**src/rtl/datapath_sequencer_if.sv**
```systemverilog
// Instruction channel into the datapath sequencer: one packed 26-bit word per valid/ready transfer.
// master drives instr/instr_valid, slave returns instr_ready.
interface datapath_sequencer_if;
    logic [25:0] instr;
    logic        instr_valid;
    logic        instr_ready;

    modport master (
        output instr,
        output instr_valid,
        input  instr_ready
    );

    modport slave (
        input  instr,
        input  instr_valid,
        output instr_ready
    );
endinterface

```
**src/rtl/datapath_sequencer.sv**
```systemverilog
// Turns LOADI/ALU/NOP/HALT instructions into register-file/ALU control with a SETTLE-cycle setup before each write.
// Latency: write strobe SETTLE+1 cycles after accept; stalls input (instr_ready=0) while a write is in flight or after HALT.
module datapath_sequencer #(
    parameter int unsigned SETTLE = 1,
    parameter int unsigned CNT_W  = 16
) (
    input  logic                 clk,
    input  logic                 reset,
    datapath_sequencer_if.slave  instr_bus,
    output logic                 writeEnable,
    output logic                 muxSel,
    output logic [7:0]           inputData,
    output logic [3:0]           dstSel,
    output logic [3:0]           A_sel,
    output logic [3:0]           B_sel,
    output logic [3:0]           OP_Sel,
    output logic                 busy,
    output logic                 halted,
    output logic                 illegal_op,
    output logic [CNT_W-1:0]     retired
);

    typedef enum logic [1:0] {
        S_IDLE  = 2'b00,
        S_SETUP = 2'b01,
        S_WRITE = 2'b10,
        S_HALT  = 2'b11
    } state_t;

    localparam logic [1:0] CMD_NOP   = 2'b00;
    localparam logic [1:0] CMD_LOADI = 2'b01;
    localparam logic [1:0] CMD_ALU   = 2'b10;
    localparam logic [1:0] CMD_HALT  = 2'b11;

    localparam logic [3:0]       SETTLE_LAST = 4'(SETTLE - 1);
    localparam logic [CNT_W-1:0] CNT_ONE     = {{(CNT_W-1){1'b0}}, 1'b1};
    localparam logic [CNT_W-1:0] CNT_MAX     = {CNT_W{1'b1}};

    state_t      state;
    state_t      state_nxt;
    logic [3:0]  settle_cnt;
    logic [3:0]  settle_cnt_nxt;
    logic        ready_q;

    logic [1:0]  f_cmd;
    logic [3:0]  f_op;
    logic [3:0]  f_dst;
    logic [3:0]  f_a;
    logic [3:0]  f_b;
    logic [7:0]  f_imm;

    logic        accept;
    logic        op_legal;
    logic        latch_loadi;
    logic        latch_alu;
    logic        count_en;
    logic        flag_illegal;

    assign f_cmd = instr_bus.instr[25:24];
    assign f_op  = instr_bus.instr[23:20];
    assign f_dst = instr_bus.instr[19:16];
    assign f_a   = instr_bus.instr[15:12];
    assign f_b   = instr_bus.instr[11:8];
    assign f_imm = instr_bus.instr[7:0];

    assign instr_bus.instr_ready = ready_q;

    // Handshake uses the registered ready, so the first cycle out of reset never accepts.
    assign accept = (state == S_IDLE) && ready_q && instr_bus.instr_valid;

    always_comb begin
        op_legal = 1'b0;
        case (f_op)
            4'b0000, 4'b0100, 4'b0101, 4'b0110,
            4'b0111, 4'b1000, 4'b1001: op_legal = 1'b1;
            default:                   op_legal = 1'b0;
        endcase
    end

    always_comb begin
        state_nxt      = state;
        settle_cnt_nxt = settle_cnt;
        latch_loadi    = 1'b0;
        latch_alu      = 1'b0;
        count_en       = 1'b0;
        flag_illegal   = 1'b0;
        case (state)
            S_IDLE: begin
                if (accept) begin
                    case (f_cmd)
                        CMD_NOP: begin
                            count_en = 1'b1;
                        end
                        CMD_HALT: begin
                            count_en  = 1'b1;
                            state_nxt = S_HALT;
                        end
                        CMD_LOADI: begin
                            latch_loadi    = 1'b1;
                            settle_cnt_nxt = SETTLE_LAST;
                            state_nxt      = S_SETUP;
                        end
                        CMD_ALU: begin
                            if (op_legal) begin
                                latch_alu      = 1'b1;
                                settle_cnt_nxt = SETTLE_LAST;
                                state_nxt      = S_SETUP;
                            end else begin
                                flag_illegal = 1'b1;
                                count_en     = 1'b1;
                            end
                        end
                        default: begin
                            state_nxt = S_IDLE;
                        end
                    endcase
                end
            end
            S_SETUP: begin
                if (settle_cnt == 4'd0) begin
                    state_nxt = S_WRITE;
                end else begin
                    settle_cnt_nxt = settle_cnt - 4'd1;
                end
            end
            S_WRITE: begin
                count_en  = 1'b1;
                state_nxt = S_IDLE;
            end
            S_HALT: begin
                state_nxt = S_HALT;
            end
            default: begin
                state_nxt = S_IDLE;
            end
        endcase
    end

    // Status outputs are registered copies of the next-state decode so they line up with the state itself.
    always_ff @(posedge clk) begin
        if (reset) begin
            state       <= S_IDLE;
            settle_cnt  <= 4'd0;
            ready_q     <= 1'b0;
            writeEnable <= 1'b0;
            busy        <= 1'b0;
            halted      <= 1'b0;
            illegal_op  <= 1'b0;
            retired     <= '0;
        end else begin
            state       <= state_nxt;
            settle_cnt  <= settle_cnt_nxt;
            ready_q     <= (state_nxt == S_IDLE);
            writeEnable <= (state_nxt == S_WRITE);
            busy        <= (state_nxt == S_SETUP) || (state_nxt == S_WRITE);
            halted      <= halted || (state_nxt == S_HALT);
            illegal_op  <= illegal_op || flag_illegal;
            if (count_en && (retired != CNT_MAX)) begin
                retired <= retired + CNT_ONE;
            end
        end
    end

    // Selects only change on an accepted LOADI/ALU; unused fields keep their old values.
    always_ff @(posedge clk) begin
        if (reset) begin
            muxSel    <= 1'b0;
            inputData <= 8'd0;
            dstSel    <= 4'd0;
            A_sel     <= 4'd0;
            B_sel     <= 4'd0;
            OP_Sel    <= 4'd0;
        end else if (latch_loadi) begin
            muxSel    <= 1'b1;
            inputData <= f_imm;
            dstSel    <= f_dst;
        end else if (latch_alu) begin
            muxSel    <= 1'b0;
            OP_Sel    <= f_op;
            A_sel     <= f_a;
            B_sel     <= f_b;
            dstSel    <= f_dst;
        end
    end

endmodule

```
**src/flat_wrapper.sv**
```systemverilog
// flat-port wrapper written by rule: the top's interface ports become plain ports
module datapath_sequencer_flat 
#(
    parameter int unsigned SETTLE = 1,
    parameter int unsigned CNT_W  = 16
)
  (clk, reset, writeEnable, muxSel, inputData, dstSel, A_sel, B_sel, OP_Sel, busy, halted, illegal_op, retired, instr_bus_instr, instr_bus_instr_valid, instr_bus_instr_ready);
  datapath_sequencer_if instr_bus_i ();
  input  logic clk;
  input  logic reset;
  output logic writeEnable;
  output logic muxSel;
  output logic [7:0] inputData;
  output logic [3:0] dstSel;
  output logic [3:0] A_sel;
  output logic [3:0] B_sel;
  output logic [3:0] OP_Sel;
  output logic busy;
  output logic halted;
  output logic illegal_op;
  output logic [CNT_W-1:0] retired;
  input wire logic [$bits(instr_bus_i.instr)-1:0] instr_bus_instr;
  input wire logic [$bits(instr_bus_i.instr_valid)-1:0] instr_bus_instr_valid;
  output wire logic [$bits(instr_bus_i.instr_ready)-1:0] instr_bus_instr_ready;
  assign instr_bus_i.instr = instr_bus_instr;
  assign instr_bus_i.instr_valid = instr_bus_instr_valid;
  assign instr_bus_instr_ready = instr_bus_i.instr_ready;
  datapath_sequencer #(.SETTLE(SETTLE), .CNT_W(CNT_W)) u_core (.clk(clk), .reset(reset), .instr_bus(instr_bus_i), .writeEnable(writeEnable), .muxSel(muxSel), .inputData(inputData), .dstSel(dstSel), .A_sel(A_sel), .B_sel(B_sel), .OP_Sel(OP_Sel), .busy(busy), .halted(halted), .illegal_op(illegal_op), .retired(retired));
endmodule
```
**config.mk**
```make
export PLATFORM = sky130hd
export DESIGN_NAME = datapath_sequencer_flat
export DESIGN_NICKNAME = d
export VERILOG_FILES = /design/src/rtl/datapath_sequencer_if.sv /design/src/rtl/datapath_sequencer.sv /design/src/flat_wrapper.sv
export SDC_FILE = /design/constraint.sdc
export NUM_CORES = 1
export LEC_CHECK = 0
export CORE_ASPECT_RATIO = 1.75
export CORE_UTILIZATION = 46
export DETAILED_ROUTE_END_ITERATION = 6
export PLACE_DENSITY_LB_ADDON = 0.1
export SYNTH_ARGS = -nofsm -noshare
export SYNTH_HDL_FRONTEND = slang
export SYNTH_SLANG_ARGS = --single-unit
```
**constraint.sdc**
```tcl
create_clock -name clk -period 2.6 [get_ports clk]
set_input_delay 0.26 -clock clk [delete_from_list [all_inputs] [get_ports clk]]
set_output_delay 0.26 -clock clk [all_outputs]
set_load 0.01 [all_outputs]
```
==> images/logic_types.png <==
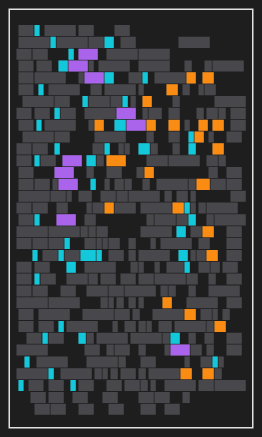
[cyan] nor cells | cells: 43 | where: widely spread
[purple] fa/ha/maj cells | cells: 10
[orange] and/or cells | cells: 23

==> run summary <==
run results: status=complete, no violations, Worst setup EP type=register, Max stage delay on crit path=around 0.5 ns, die area=between 5000 and 6000 sq um, PortBufs=~74, Worst Skew=about 0.0088 ns, Post-CTS Hold Fix Bufs=0, Initial DRC Count=approximately 56, worst-margin pin slew=0.706 ns, yosys adder share=between 5 and 6%, and+or+nand+nor area frac=between 20% and 30%, first-pass GRT wire length=8430 um, YS chip area=2310 sq um, worst path buffer plus inverter count=4, Avg Cell Area, Syn=around 9 sq um, setup_tns=0 ns, synth warn=0, fill cell count=between 300 and 400, switching power=~0.00035 W, Logic pwr share=12.9%, Top cell area share=about 45%, Final period util=between 80% and 90%, post-CTS setup buffers=0, Setup-failing EPs final=0, fp_density=48.7%, H-Tree Depth=2, power per cell area=449 nW/um^2, CTS tree=built, crit path cell chain=clkdlybuf4s50_1 > inv_1 > ha_1 > inv_1 > a211o_1 > a311o_1 > buf_12 > or4_1 > a21oi_1, gr usage total=about a fifth, CP top delay family=AND-OR/OR-AND gates, via density per instance=5.50, power share of the clock group=between 30% and 40%, via count=between 2k and 2.5k, vias in the first global route=2073, CP max FO=31, Max VDD drop=465 uV, leading area contributor after synthesis=dfxtp_1, XOR/XNOR Area Share=less than 1%, Hold Startpoint=u_core.inputData[1], I/O pin count=about 75, fin. max-slew vios=0, Required @ worst endpoint=roughly 2.8 ns, Max Freq=approximately 0.44 GHz, wirelength, routed=just over 5000 um, P&R area growth vs syn=40.1%, total CTS buffers=5, clk sinks=52, mux share=about 7.4%, internal power=approximately 0.0011 W, Setup Crit Path Kind=primary input to register, slew margin rel.=a little over half, AO/OA Area Share=between 10% and 20%, Routed WL per cell=between 10 and 15 um, Worst Setup SP=instr_bus_instr[24], Congestion Overflow GR=0, initial antenna violation count=0, CTS max path bufs=2
==> images/io_fan.png <==
Scale bar: 20 um.
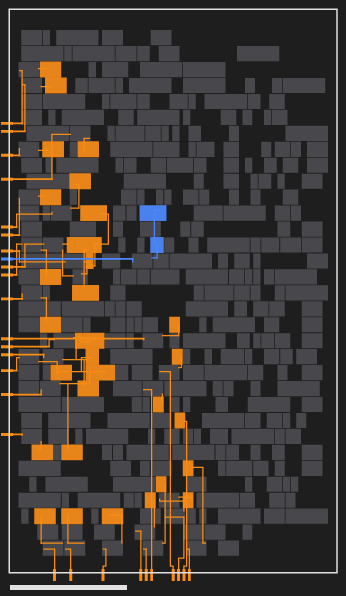
[orange] instr_bus_instr | bits: 26 | direction: input | edge: 16 west, 10 south | end cells: 32 | wire: 455 um
[blue] instr_bus_instr_valid | bits: 1 | direction: input | edge: west | end cells: 2 | wire: 31.4 um

-- cells in the final DEF, fill, tap and decap left out, types with 2 or more instances in the layout --
master	instances
clkdlybuf4s50_1	73
dfxtp_1	52
nor2_1	29
a21oi_1	28
nand2_1	18
mux2i_1	16
inv_1	13
nand3_1	13
o31ai_1	12
or4_1	12
ha_1	10
buf_4	10
nor2b_1	7
o21ai_0	6
or3_1	6
clkbuf_8	5
nand4_1	4
nor3_1	3
nor3b_1	2
a31oi_1	2
clkbuf_1	2
-- sequential cells by signal (all words and copies together), names as in the netlist, 2 cells and up --
name	flops
u_core.dstSel	4
u_core.state	2
u_core.OP_Sel	4
u_core.settle_cnt	4
u_core.inputData	8
u_core.A_sel	4
u_core.B_sel	4
u_core.retired	16
-- worst reg2reg max path, cell delays in order (launching register included) --
cell and delay, ns:
dfxtp_1 0.34, inv_1 0.08, ha_1 0.19, nor3b_1 0.15, nor3b_1 0.40, or2_2 0.22, inv_1 0.06, ha_1 0.25
nor2b_1 0.12
-- cells by family (layout without fill, tap and decap cells) --
family	Yosys count	count (layout)
mux	17	17
buf+inv	26	106
simple gates	102	102
flops	52	52
compound gates	55	55
fa+ha+maj	10	10
xor+xnor	1	1
-- worst paths after layout --
check                        end  slack, ns  cells past startpoint
max           u_core.retired[14]       0.35                      9
min          u_core.inputData[1]       0.46                      2
max reg2reg          u_core.busy       0.66                      8
min reg2reg  u_core.inputData[1]       0.46                      2
-- power groups by stage --
stage,registers (W),logic (W),clock network (W)
2_1_floorplan,0.000846,0.0000862,0
3_3_place_gp,0.000843,0.000186,0
3_5_place_dp,0.000843,0.000190,0
4_1_cts,0.000825,0.000190,0.000462
5_1_grt,0.000827,0.000206,0.000489
6_report,0.000824,0.000187,0.000443
-- final cells by class --
type	instances	area [sq um]	area share, %
sequential	52	1040	32.1
clock inverter	1	8.76	0.270
clock buffer	7	76.3	2.35
inverter	13	48.8	1.51
tap	52	65.1	2.01
multi-input combinational	185	1170	36.1
timing repair buffer	85	831	25.6
-- synth_stat cells, drive strengths merged --
cell type and instances:
dfxtp 52, nor2 29, a21oi 28, nand2 18, mux2i 16, inv 13
nand3 13, o31ai 12, or4 12, ha 10, clkbuf 9, nor2b 7
o21ai 7, or3 6, buf 4, nand4 4, nor3 4, a31oi 2
nor3b 2, a211o 1, a211oi 1, a21o 1, a22oi 1, a311o 1
and2 1, and3 1, and4 1, and4bb 1, mux2 1, nand2b 1
nor4 1, o41ai 1, or2 1, xnor2 1
-- routing by layer --
| layer | up-vias | wire [um] | global-route usage, % |
|---|---|---|---|
| li1 | 1090 | - | - |
| met1 | 1015 | 1950 | 18.8 |
| met2 | 57 | 2790 | 39.4 |
| met3 | 10 | 245 | 4.17 |
| met4 | 0 | 120 | 9.17 |
| met5 | - | 0 | 0 |
-- per-stage QoR --
step           instance area [sq um]  hold slack [ns]  instances  worst slack, ns  util, %
6_report                        3240            0.457        395            0.345     68.3
5_1_grt                         3240            0.483        395            0.227     68.3
4_1_cts                         3240            0.462        395            0.332     68.3
3_5_place_dp                    3160            0.449        387           0.0241     66.5
3_3_place_gp                    3160            0.441        387           0.0868     66.5
2_1_floorplan                   2310            0.407        263            0.515        -
Power figures rest on the tool's default switching activity, not on a simulated workload.
